run_1/pdn.png
The bar under the picture is 50 microns long. Pins as bars on the die edge.
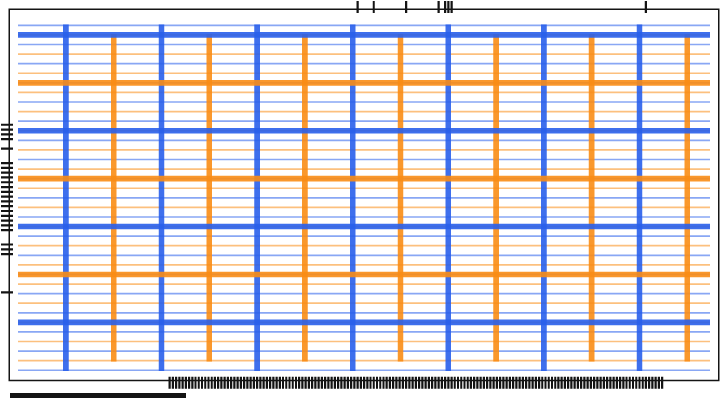
run_1/cell_classes.png
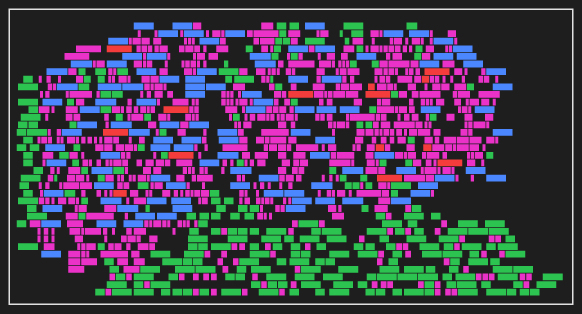
run_1/clock_map.png
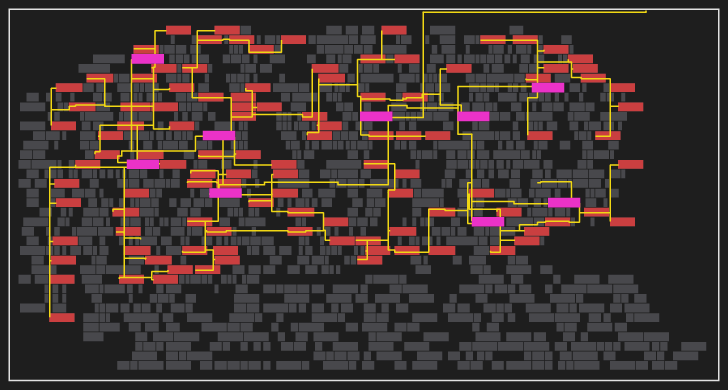
**src/rtl/core_burst_ctrl_pkg.sv**
```systemverilog
//----------------------------------------------------------------------------
// Module      : core_burst_ctrl_pkg
// Description : Shared types and defaults for the core burst controller.
//               Provides the burst and control state encodings and the
//               default DRAIN watchdog length.
// Revision    : 1.0 - initial release
//----------------------------------------------------------------------------
`default_nettype none

`ifndef GBUS_DATA_WIDTH
`define GBUS_DATA_WIDTH 64
`endif
`ifndef GBUS_ADDR_WIDTH
`define GBUS_ADDR_WIDTH 12
`endif
`ifndef CDATA_ACCU_NUM_WIDTH
`define CDATA_ACCU_NUM_WIDTH 8
`endif

package core_burst_ctrl_pkg;

  // Burst sequencing: feed activations, wait for core outputs, report.
  typedef enum logic [1:0] {
    IDLE  = 2'd0,
    FEED  = 2'd1,
    DRAIN = 2'd2,
    DONE  = 2'd3
  } BURST_STATE;

  // Top-level job control encoding shared with the rest of the codebase.
  typedef enum logic [1:0] {
    CTRL_IDLE  = 2'd0,
    CTRL_LOAD  = 2'd1,
    CTRL_RUN   = 2'd2,
    CTRL_FLUSH = 2'd3
  } CONTROL_STATE;

  // Default number of DRAIN cycles before the watchdog gives up.
  localparam int DRAIN_TIMEOUT_DEFAULT = 1024;

endpackage

`default_nettype wire

```
**src/rtl/core_burst_ctrl.sv**
```systemverilog
//----------------------------------------------------------------------------
// Module      : core_burst_ctrl
// Description : Streams a burst of activation words from global SRAM onto a
//               core horizontal link, then waits for the expected number of
//               quantizer outputs and reports done/err.
// Revision    : 1.0 - initial release
//----------------------------------------------------------------------------
`default_nettype none

`ifndef GBUS_DATA_WIDTH
`define GBUS_DATA_WIDTH 64
`endif
`ifndef GBUS_ADDR_WIDTH
`define GBUS_ADDR_WIDTH 12
`endif
`ifndef CDATA_ACCU_NUM_WIDTH
`define CDATA_ACCU_NUM_WIDTH 8
`endif

module core_burst_ctrl
  import core_burst_ctrl_pkg::*;
#(
  parameter int GBUS_DATA_WIDTH      = `GBUS_DATA_WIDTH,
  parameter int GBUS_ADDR_WIDTH      = `GBUS_ADDR_WIDTH,
  parameter int CDATA_ACCU_NUM_WIDTH = `CDATA_ACCU_NUM_WIDTH,
  parameter int LEN_WIDTH            = 16,
  parameter int DRAIN_TIMEOUT        = DRAIN_TIMEOUT_DEFAULT
) (
  input  logic                            clk,
  input  logic                            rst,
  input  logic                            start,
  input  logic [GBUS_ADDR_WIDTH-1:0]      cfg_in_base_addr,
  input  logic [LEN_WIDTH-1:0]            cfg_compute_len,
  input  logic [CDATA_ACCU_NUM_WIDTH-1:0] cfg_acc_num,
  output logic                            sram_ren,
  output logic [GBUS_ADDR_WIDTH-1:0]      sram_raddr,
  input  logic [GBUS_DATA_WIDTH-1:0]      sram_rdata,
  output logic                            hlink_wen,
  output logic [GBUS_DATA_WIDTH-1:0]      hlink_wdata,
  input  logic                            quant_odata_valid,
  output logic                            busy,
  output logic                            done,
  output logic                            err
);

  localparam int c_tmo_w = $clog2(DRAIN_TIMEOUT + 1);
  localparam logic [c_tmo_w-1:0]              c_tmo_last = c_tmo_w'(DRAIN_TIMEOUT - 1);
  localparam logic [c_tmo_w-1:0]              c_tmo_one  = c_tmo_w'(1);
  localparam logic [LEN_WIDTH-1:0]            c_len_one  = LEN_WIDTH'(1);
  localparam logic [CDATA_ACCU_NUM_WIDTH-1:0] c_acc_one  = CDATA_ACCU_NUM_WIDTH'(1);

  BURST_STATE                      r_state;
  BURST_STATE                      w_state_next;
  logic [GBUS_ADDR_WIDTH-1:0]      r_base;
  logic [LEN_WIDTH-1:0]            r_len;
  logic [CDATA_ACCU_NUM_WIDTH-1:0] r_acc_num;
  logic [LEN_WIDTH-1:0]            r_beat;
  logic [CDATA_ACCU_NUM_WIDTH-1:0] r_acc;
  logic [LEN_WIDTH-1:0]            r_expected;
  logic [LEN_WIDTH-1:0]            r_received;
  logic [c_tmo_w-1:0]              r_drain_cnt;
  logic                            r_rd_pend;
  logic                            r_cfg_err;
  logic                            r_timeout;
  logic                            r_extra;

  logic                            w_cfg_ok;
  logic                            w_accept;
  logic                            w_issue;
  logic                            w_qv;
  logic [LEN_WIDTH-1:0]            w_rcv_next;
  logic                            w_drain_hit;
  logic                            w_tmo;
  logic                            w_extra_now;
  logic                            w_job_err;
  logic [GBUS_ADDR_WIDTH-1:0]      w_addr;

  assign w_cfg_ok    = (cfg_compute_len != '0) && (cfg_acc_num != '0);
  assign w_accept    = (r_state == IDLE) && start;
  // A read is issued for every beat index below len; FEED then lingers one
  // extra cycle so the last read's data reaches hlink before DRAIN.
  assign w_issue     = (r_state == FEED) && (r_beat != r_len);
  assign w_addr      = r_base + GBUS_ADDR_WIDTH'(r_beat);
  assign w_qv        = quant_odata_valid && (r_state != IDLE);
  assign w_rcv_next  = r_received + LEN_WIDTH'(w_qv);
  // Look at the post-increment count so done follows the final output by
  // exactly one cycle.
  assign w_drain_hit = (w_rcv_next == r_expected);
  assign w_tmo       = (r_drain_cnt == c_tmo_last);
  assign w_extra_now = w_qv && (r_received >= r_expected);
  // A leftover accumulation phase means the final group was partial.
  assign w_job_err   = (r_acc != '0) || r_timeout || r_extra || w_extra_now;

  // State register.
  always_ff @(posedge clk) begin
    if (rst) begin
      r_state <= IDLE;
    end else begin
      r_state <= w_state_next;
    end
  end

  // Next-state decode and output generation.
  always_comb begin
    w_state_next = r_state;
    sram_ren     = 1'b0;
    sram_raddr   = '0;
    hlink_wen    = r_rd_pend;
    hlink_wdata  = '0;
    busy         = (r_state != IDLE);
    done         = r_cfg_err;
    err          = r_cfg_err;
    case (r_state)
      IDLE:    if (start && w_cfg_ok) w_state_next = FEED;
      FEED:    if (r_beat == r_len) w_state_next = DRAIN;
      DRAIN:   if (w_drain_hit || w_tmo) w_state_next = DONE;
      DONE:    w_state_next = IDLE;
      default: w_state_next = IDLE;
    endcase
    if (w_issue) begin
      sram_ren   = 1'b1;
      sram_raddr = w_addr;
    end
    if (r_rd_pend) begin
      hlink_wdata = sram_rdata;
    end
    if (r_state == DONE) begin
      done = 1'b1;
      err  = w_job_err;
    end
  end

  // Configuration latch, beat/accumulation/output counters and error flags.
  always_ff @(posedge clk) begin
    if (rst) begin
      r_base      <= '0;
      r_len       <= '0;
      r_acc_num   <= '0;
      r_beat      <= '0;
      r_acc       <= '0;
      r_expected  <= '0;
      r_received  <= '0;
      r_drain_cnt <= '0;
      r_rd_pend   <= 1'b0;
      r_cfg_err   <= 1'b0;
      r_timeout   <= 1'b0;
      r_extra     <= 1'b0;
    end else begin
      r_rd_pend <= w_issue;
      r_cfg_err <= w_accept && !w_cfg_ok;
      if (w_accept && w_cfg_ok) begin
        r_base      <= cfg_in_base_addr;
        r_len       <= cfg_compute_len;
        r_acc_num   <= cfg_acc_num;
        r_beat      <= '0;
        r_acc       <= '0;
        r_expected  <= '0;
        r_received  <= '0;
        r_drain_cnt <= '0;
        r_timeout   <= 1'b0;
        r_extra     <= 1'b0;
      end else begin
        if (w_issue) begin
          r_beat <= r_beat + c_len_one;
          if (r_acc == (r_acc_num - c_acc_one)) begin
            r_acc      <= '0;
            r_expected <= r_expected + c_len_one;
          end else begin
            r_acc <= r_acc + c_acc_one;
          end
        end
        if (w_qv) begin
          r_received <= w_rcv_next;
        end
        if (w_extra_now) begin
          r_extra <= 1'b1;
        end
        if (r_state == DRAIN) begin
          r_drain_cnt <= r_drain_cnt + c_tmo_one;
          if (w_tmo && !w_drain_hit) begin
            r_timeout <= 1'b1;
          end
        end
      end
    end
  end

endmodule

`default_nettype wire
```
**config.mk**
```make
export PLATFORM = sky130hd
export DESIGN_NAME = core_burst_ctrl
export DESIGN_NICKNAME = d
export VERILOG_FILES = /design/src/rtl/core_burst_ctrl_pkg.sv /design/src/rtl/core_burst_ctrl.sv
export SDC_FILE = /design/constraint.sdc
export NUM_CORES = 1
export LEC_CHECK = 0
export ABC_AREA = 0
export CORE_AREA = 2 2 199 103
export DETAILED_ROUTE_END_ITERATION = 16
export DIE_AREA = 0 0 201 105
export RECOVER_POWER = 50
export SLEW_MARGIN = 20
export SYNTH_ARGS = -nofsm -noshare
export SYNTH_HDL_FRONTEND = slang
export SYNTH_SLANG_ARGS = --single-unit
```
**constraint.sdc**
```tcl
create_clock -name clk -period 2.8 [get_ports clk]
set_input_delay 0.56 -clock clk [delete_from_list [all_inputs] [get_ports clk]]
set_output_delay 0.56 -clock clk [all_outputs]
set_load 0.1 [all_outputs]
```
==> flow_metrics.py, run 1 <==
# Generated from Yosys and OpenROAD reports
metrics = {
    "cells_and_area": {
        "sh_seq_area": 0.206,
        "comb_cells": 657,
        "n_antenna_cell": 0,
        "layout-drive-gt1-share": 0.241,
    },
    "synthesis": {
        "synth-compound-area-share": 0.107,
        "yosys_most_used_dff": "dfxtp_1",
        "syn_inst": 837,
        "synth_cell_types": 59,
        "synthAdderAreaFrac": 0.0774,
        "synth.mux.area_fraction": 0.00299,
        "avgSynthCellArea_sq_um": 8.00,
        "fp_nets": 981,
    },
    "status": {
        "violations": "negative setup slack",
        "status": "finished, violations left",
    },
    "worst_setup_path": {
        "startpoint_type": "flop",
        "endpoint_kind": "output port",
        "crit_path_top_delay_cell": "dfxtp_2",
        "path_max_fanout": 2,
        "path_cells": "ha_4 > fa_2 > a21o_1 > a21oi_2 > o21bai_2 > a2111oi_4 > nor3_2 > a31oi_1 > xor2_1 > nor2_4 > buf_12",
        "cp.buffers_inverters": 1,
        "cpLargestDelayFamily": "AND-OR/OR-AND gates",
    },
    "pwr": {
        "swShare": 0.454,
        "p_per_area_nw_per_um2": 629,
        "p_switching_mw": 3.06,
        "power_leader": "combinational cells",
        "pwr-share-comb": 0.553,
    },
    "final_timing": {
        "setup_viol": 23,
        "fin_ws_ns": -0.534,
        "finalHoldViolCount": 0,
        "tightest_slew_ns": 1.17,
        "period_minus_slack_ns": 3.33,
    },
    "floorplan": {
        "chipHeight_microns": 105,
        "die_area_sq_um": 21100,
        "num_io_pins": 185,
    },
    "job": {
        "warning_count": 34,
    },
    "clocking": {
        "clk_pin_slew_worst_paths_ns": 0.07,
        "htree_levels": 3,
        "cts_tree": "built",
    },
    "global_route": {
        "grt_antenna_before_repair": 0,
        "grt_pass1_vias": 6394,
    },
    "place": {
        "dp_hpwl_microns": 15700,
        "dpl_worst_slack_ns": -0.473,
    },
    "worst_hold_path": {
        "min_from": "r_base[3]$_SDFFE_PP0P_",
    },
}
About pdn.png:
- blue: VSS
- orange: VDD
- signal pins: 185
- met4 straps: 14
- met1 rails: 37
- rows: 36
- met5 straps: 7

About cell_classes.png:
- blue: flip-flops (cells 109)
- magenta: all other logic (cells 688)
- green: other buffers and delay cells (cells 252)
- red: clock drivers and dummy loads (cells 14)

About clock_map.png:
- magenta: cells driving clock nets (count 9)
- red: flip-flops (count 109)
- yellow: clock wires (length 1460 microns)
- routed clock nets: 10

[run 1: synthesized netlist by cell type, types with 14 or more instances]
master | number | area [sq um]
nor3_1 | 21 | 105
nand2_1 | 113 | 424
nor4_1 | 15 | 93.8
nor2_1 | 94 | 353
dfxtp_1 | 109 | 2180
xnor2_1 | 68 | 596
and2_1 | 66 | 413
ha_1 | 39 | 488
nand3_1 | 16 | 80.1
xor2_1 | 41 | 359
inv_1 | 30 | 113
a21oi_1 | 61 | 305
o21ai_0 | 14 | 70.1
nand4_1 | 21 | 131
clkbuf_1 | 29 | 109
[run 1: routing by layer]
| layer | global-route usage | vias up |
|---|---|---|
| met3 | 0.0352 | 21 |
| met4 | 0.0434 | 0 |
| met5 | 0 | - |
| met1 | 0.250 | 2995 |
| met2 | 0.344 | 128 |
| li1 | - | 3248 |
==> run 2: changes to the inputs <==
--- a/config.mk
+++ b/config.mk
@@ -10,7 +10,7 @@
 export DETAILED_ROUTE_END_ITERATION = 16
 export DIE_AREA = 0 0 201 105
 export RECOVER_POWER = 50
-export SLEW_MARGIN = 20
+export SLEW_MARGIN = 10
 export SYNTH_ARGS = -nofsm -noshare
 export SYNTH_HDL_FRONTEND = slang
 export SYNTH_SLANG_ARGS = --single-unit
run_2/metal_stack.png
The bar under the picture is 50 microns long.
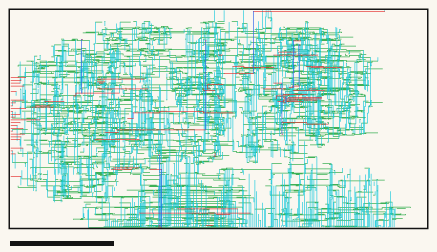
- cyan: met2 (wire length 10100 microns)
- blue: met4 (wire length 233 microns)
- green: met1 (wire length 9570 microns)
- red: met3 (wire length 770 microns)

==> flow_metrics.py, run 2 <==
# Generated from Yosys and OpenROAD reports
metrics = {
    "worst_setup_path": {
        "crit_path_top_delay_cell": "dfxtp_2",
        "endpoint_kind": "output port",
        "path_max_fanout": 2,
        "cpLargestDelayFamily": "AND-OR/OR-AND gates",
        "startpoint_type": "flop",
        "cp.buffers_inverters": 1,
        "worst-path-stages": 11,
        "path_cells": "ha_4 > fa_2 > a21o_1 > a21oi_2 > o21bai_2 > a2111oi_4 > nor3_2 > a31oi_1 > xor2_1 > nor2_4 > buf_12",
    },
    "job": {
        "warning_count": 34,
    },
    "cells_and_area": {
        "sh_seq_area": 0.206,
        "comb_area_frac": 0.429,
        "n_antenna_cell": 0,
        "layout-drive-gt1-share": 0.241,
        "comb_cells": 657,
    },
    "synthesis": {
        "syn_inst": 837,
        "yosys_most_used_dff": "dfxtp_1",
        "synth.mux.area_fraction": 0.00299,
        "synth.most_common_cell": "nand2_1",
        "ys_seq_frac": 0.326,
        "synth_cell_types": 59,
        "avgSynthCellArea_sq_um": 8.00,
        "synth_top_area_share": 0.326,
        "synthAdderAreaFrac": 0.0774,
        "synth-compound-area-share": 0.107,
        "topCellsByArea": "dfxtp_1, xnor2_1, ha_1",
        "largest_area_cell": "dfxtp_1",
        "fp_nets": 981,
    },
    "floorplan": {
        "die_area_sq_um": 21100,
        "num_io_pins": 185,
        "chipHeight_microns": 105,
    },
    "global_route": {
        "grt_util_met1": 0.250,
        "grt_pass1_vias": 6394,
        "grt-busiest-layer": "met2",
        "use_met2": 0.344,
        "grt_max_degree": 66,
        "use_met3": 0.0352,
        "grt_antenna_before_repair": 0,
    },
    "final_timing": {
        "tightest_slew_ns": 1.17,
        "period_minus_slack_ns": 3.33,
        "setup_viol": 23,
        "finalHoldViolCount": 0,
        "clock.fmax_mhz": 300,
        "fin_ws_ns": -0.534,
    },
    "detailed_routing": {
        "drt_iter0_drc": 371,
        "wl_per_cell_microns": 15.6,
        "routed_via_density": 4.81,
    },
    "worst_hold_path": {
        "min_from": "r_base[3]$_SDFFE_PP0P_",
    },
    "status": {
        "violations": "negative setup slack",
        "status": "finished, violations left",
    },
    "clocking": {
        "clk_pin_slew_worst_paths_ns": 0.07,
        "cts_tree": "built",
        "post_cts_buffers": 5,
    },
    "pwr": {
        "pwr-share-comb": 0.553,
        "swShare": 0.454,
        "power_leader": "combinational cells",
        "p_switching_mw": 3.06,
    },
    "place": {
        "dp_hpwl_microns": 15700,
    },
}
run_2/clock_map.png
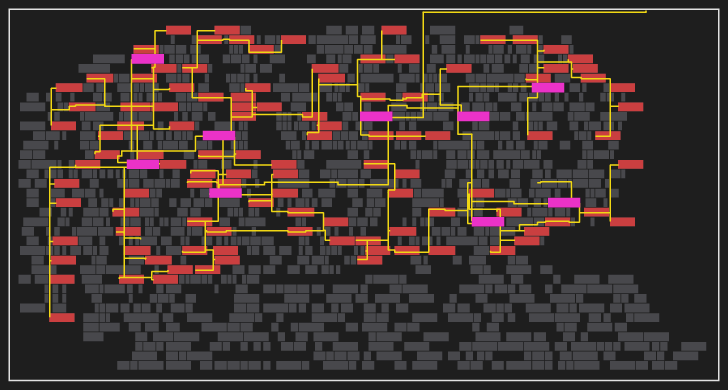
- red: flip-flops (count 109)
- yellow: clock wires (length 1460 microns)
- magenta: cells driving clock nets (count 9)
- routed clock nets: 10

run 2: metrics by stage:
stage / setup slack, ns / utilization / cell area, sq um
after global placement: -0.429 / 0.523 / 10100
after detailed placement: -0.473 / 0.523 / 10100
final: -0.534 / 0.558 / 10700
after global routing: -0.672 / 0.558 / 10700
after floorplan: -0.299 / - / 6830
after CTS: -0.544 / 0.547 / 10500
run 2: worst register-to-register path, stage by stage (launching register included):
cell       delay (ns)
dfxtp_2          0.33
buf_4            0.15
xnor2_1          0.15
nand4_1          0.14
o41ai_1          0.98
buf_4            0.28
a2111oi_4        0.09
or3_2            0.54
a21oi_1          0.16
==> run 3: changes to the inputs <==
--- a/config.mk
+++ b/config.mk
@@ -6,9 +6,10 @@
 export NUM_CORES = 1
 export LEC_CHECK = 0
 export ABC_AREA = 0
-export CORE_AREA = 2 2 199 103
+export CORE_AREA = 2 2 194 101
 export DETAILED_ROUTE_END_ITERATION = 16
-export DIE_AREA = 0 0 201 105
+export DIE_AREA = 0 0 196 103
+export PLACE_DENSITY = 0.74
 export RECOVER_POWER = 50
 export SLEW_MARGIN = 10
 export SYNTH_ARGS = -nofsm -noshare
run_3/clock_map.png
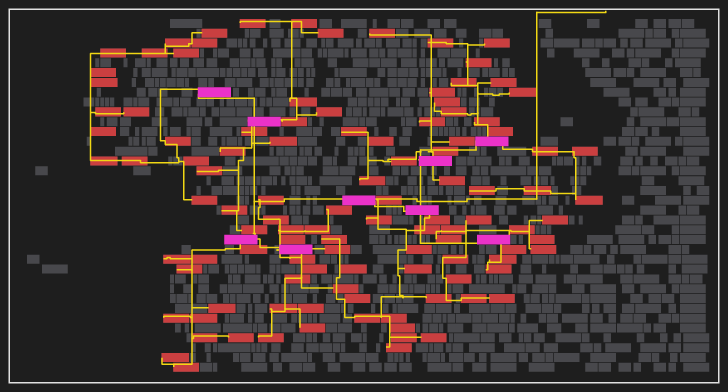
- red: flip-flops (count 109)
- yellow: clock wires (length 1330 microns)
- magenta: cells driving clock nets (count 9)
- routed clock nets: 10

==> flow_metrics.py, run 3 <==
# Generated from Yosys and OpenROAD reports
metrics = {
    "final_timing": {
        "setup_viol": 15,
        "clock.fmax_mhz": 298,
        "fin_ws_ns": -0.553,
        "tightest_slew_ns": 0.951,
        "period_minus_slack_ns": 3.35,
        "finalHoldViolCount": 0,
    },
    "synthesis": {
        "largest_area_cell": "dfxtp_1",
        "avgSynthCellArea_sq_um": 8.00,
        "synth_top_area_share": 0.326,
        "yosys_most_used_dff": "dfxtp_1",
        "topCellsByArea": "dfxtp_1, xnor2_1, ha_1",
        "ys_seq_frac": 0.326,
        "synth.most_common_cell": "nand2_1",
        "syn_inst": 837,
        "fp_nets": 981,
    },
    "worst_setup_path": {
        "endpoint_kind": "output port",
        "cp.buffers_inverters": 1,
        "crit_path_top_delay_cell": "dfxtp_2",
        "startpoint_type": "flop",
        "crit_end": "sram_raddr[10]",
        "cpLargestDelayFamily": "AND-OR/OR-AND gates",
        "worst-path-stages": 11,
        "path_max_fanout": 2,
        "path_cells": "ha_4 > fa_2 > a21o_1 > a21oi_4 > o21bai_4 > a2111oi_4 > nor3_2 > a31oi_1 > xor2_1 > nor2_4 > buf_12",
    },
    "cells_and_area": {
        "clkbuf_count": 12,
        "logic_area_sq_um": 4570,
        "n_antenna_cell": 2,
        "comb_area_frac": 0.421,
        "sh_seq_area": 0.203,
        "final_area_sq_um": 10900,
        "layout-drive-gt1-share": 0.249,
        "comb_cells": 657,
    },
    "pwr": {
        "p_switching_mw": 3.05,
        "intPower_mw": 3.86,
        "power_leader": "combinational cells",
        "swShare": 0.442,
    },
    "place": {
        "dpl_worst_slack_ns": -0.562,
        "dp_hpwl_microns": 17000,
        "placedInstanceArea_sq_um": 10100,
    },
    "floorplan": {
        "num_io_pins": 185,
        "die_area_sq_um": 20200,
        "chipHeight_microns": 103,
    },
    "status": {
        "violations": "negative setup slack",
        "status": "finished, violations left",
    },
    "clocking": {
        "cts_tree": "built",
        "clk_pin_slew_worst_paths_ns": 0.06,
        "post_cts_buffers": 20,
    },
    "global_route": {
        "use_met3": 0.0432,
        "grt.total_usage": 0.209,
        "grt-busiest-layer": "met2",
        "use_met2": 0.323,
        "grt_max_degree": 66,
        "grt_pass1_vias": 6057,
        "grt-ovfl-total": 0,
        "grt_antenna_before_repair": 1,
        "grt_util_met1": 0.299,
    },
    "job": {
        "warning_count": 34,
    },
    "detailed_routing": {
        "drt_iter0_drc": 413,
        "routed_via_density": 5.03,
        "wl_per_cell_microns": 16.3,
    },
    "worst_hold_path": {
        "min_from": "r_base[9]$_SDFFE_PP0P_",
    },
}
run_3/metal_stack.png
The bar under the picture is 50 microns long.
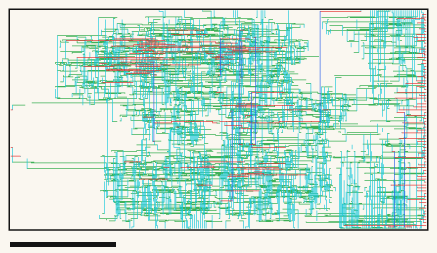
- blue: met4 (wire length 384 microns)
- red: met3 (wire length 1460 microns)
- cyan: met2 (wire length 9410 microns)
- green: met1 (wire length 10500 microns)

## run 3: cell counts after synthesis
Identical to the previous run, type by type.
## run 3: worst register-to-register path: cells and delay by family (launching register included)
family / cells / cell delay (ns)
and+or+nand+nor: 5 / 0.87
AOI/OAI and AO/OA: 2 / 0.59
buffers and inverters: 4 / 0.37
DFF: 1 / 0.34
adders and majority gates: 2 / 0.30
muxes: 1 / 0.23
xor gates and xnor gates: 1 / 0.09
## run 3: logic make-up (layout without fill, tap and decap cells)
kind of cell	after synthesis	count (layout)	share of synthesized area
and+or+nand+nor	392	392	0.299
AOI/OAI and AO/OA	112	112	0.107
other	0	2	0
xor gates and xnor gates	110	110	0.146
buffers and inverters	71	318	0.0419
DFF	109	109	0.326
muxes	2	2	0.00299
adders and majority gates	41	41	0.0774
Power and IR drop assume default switching activity.
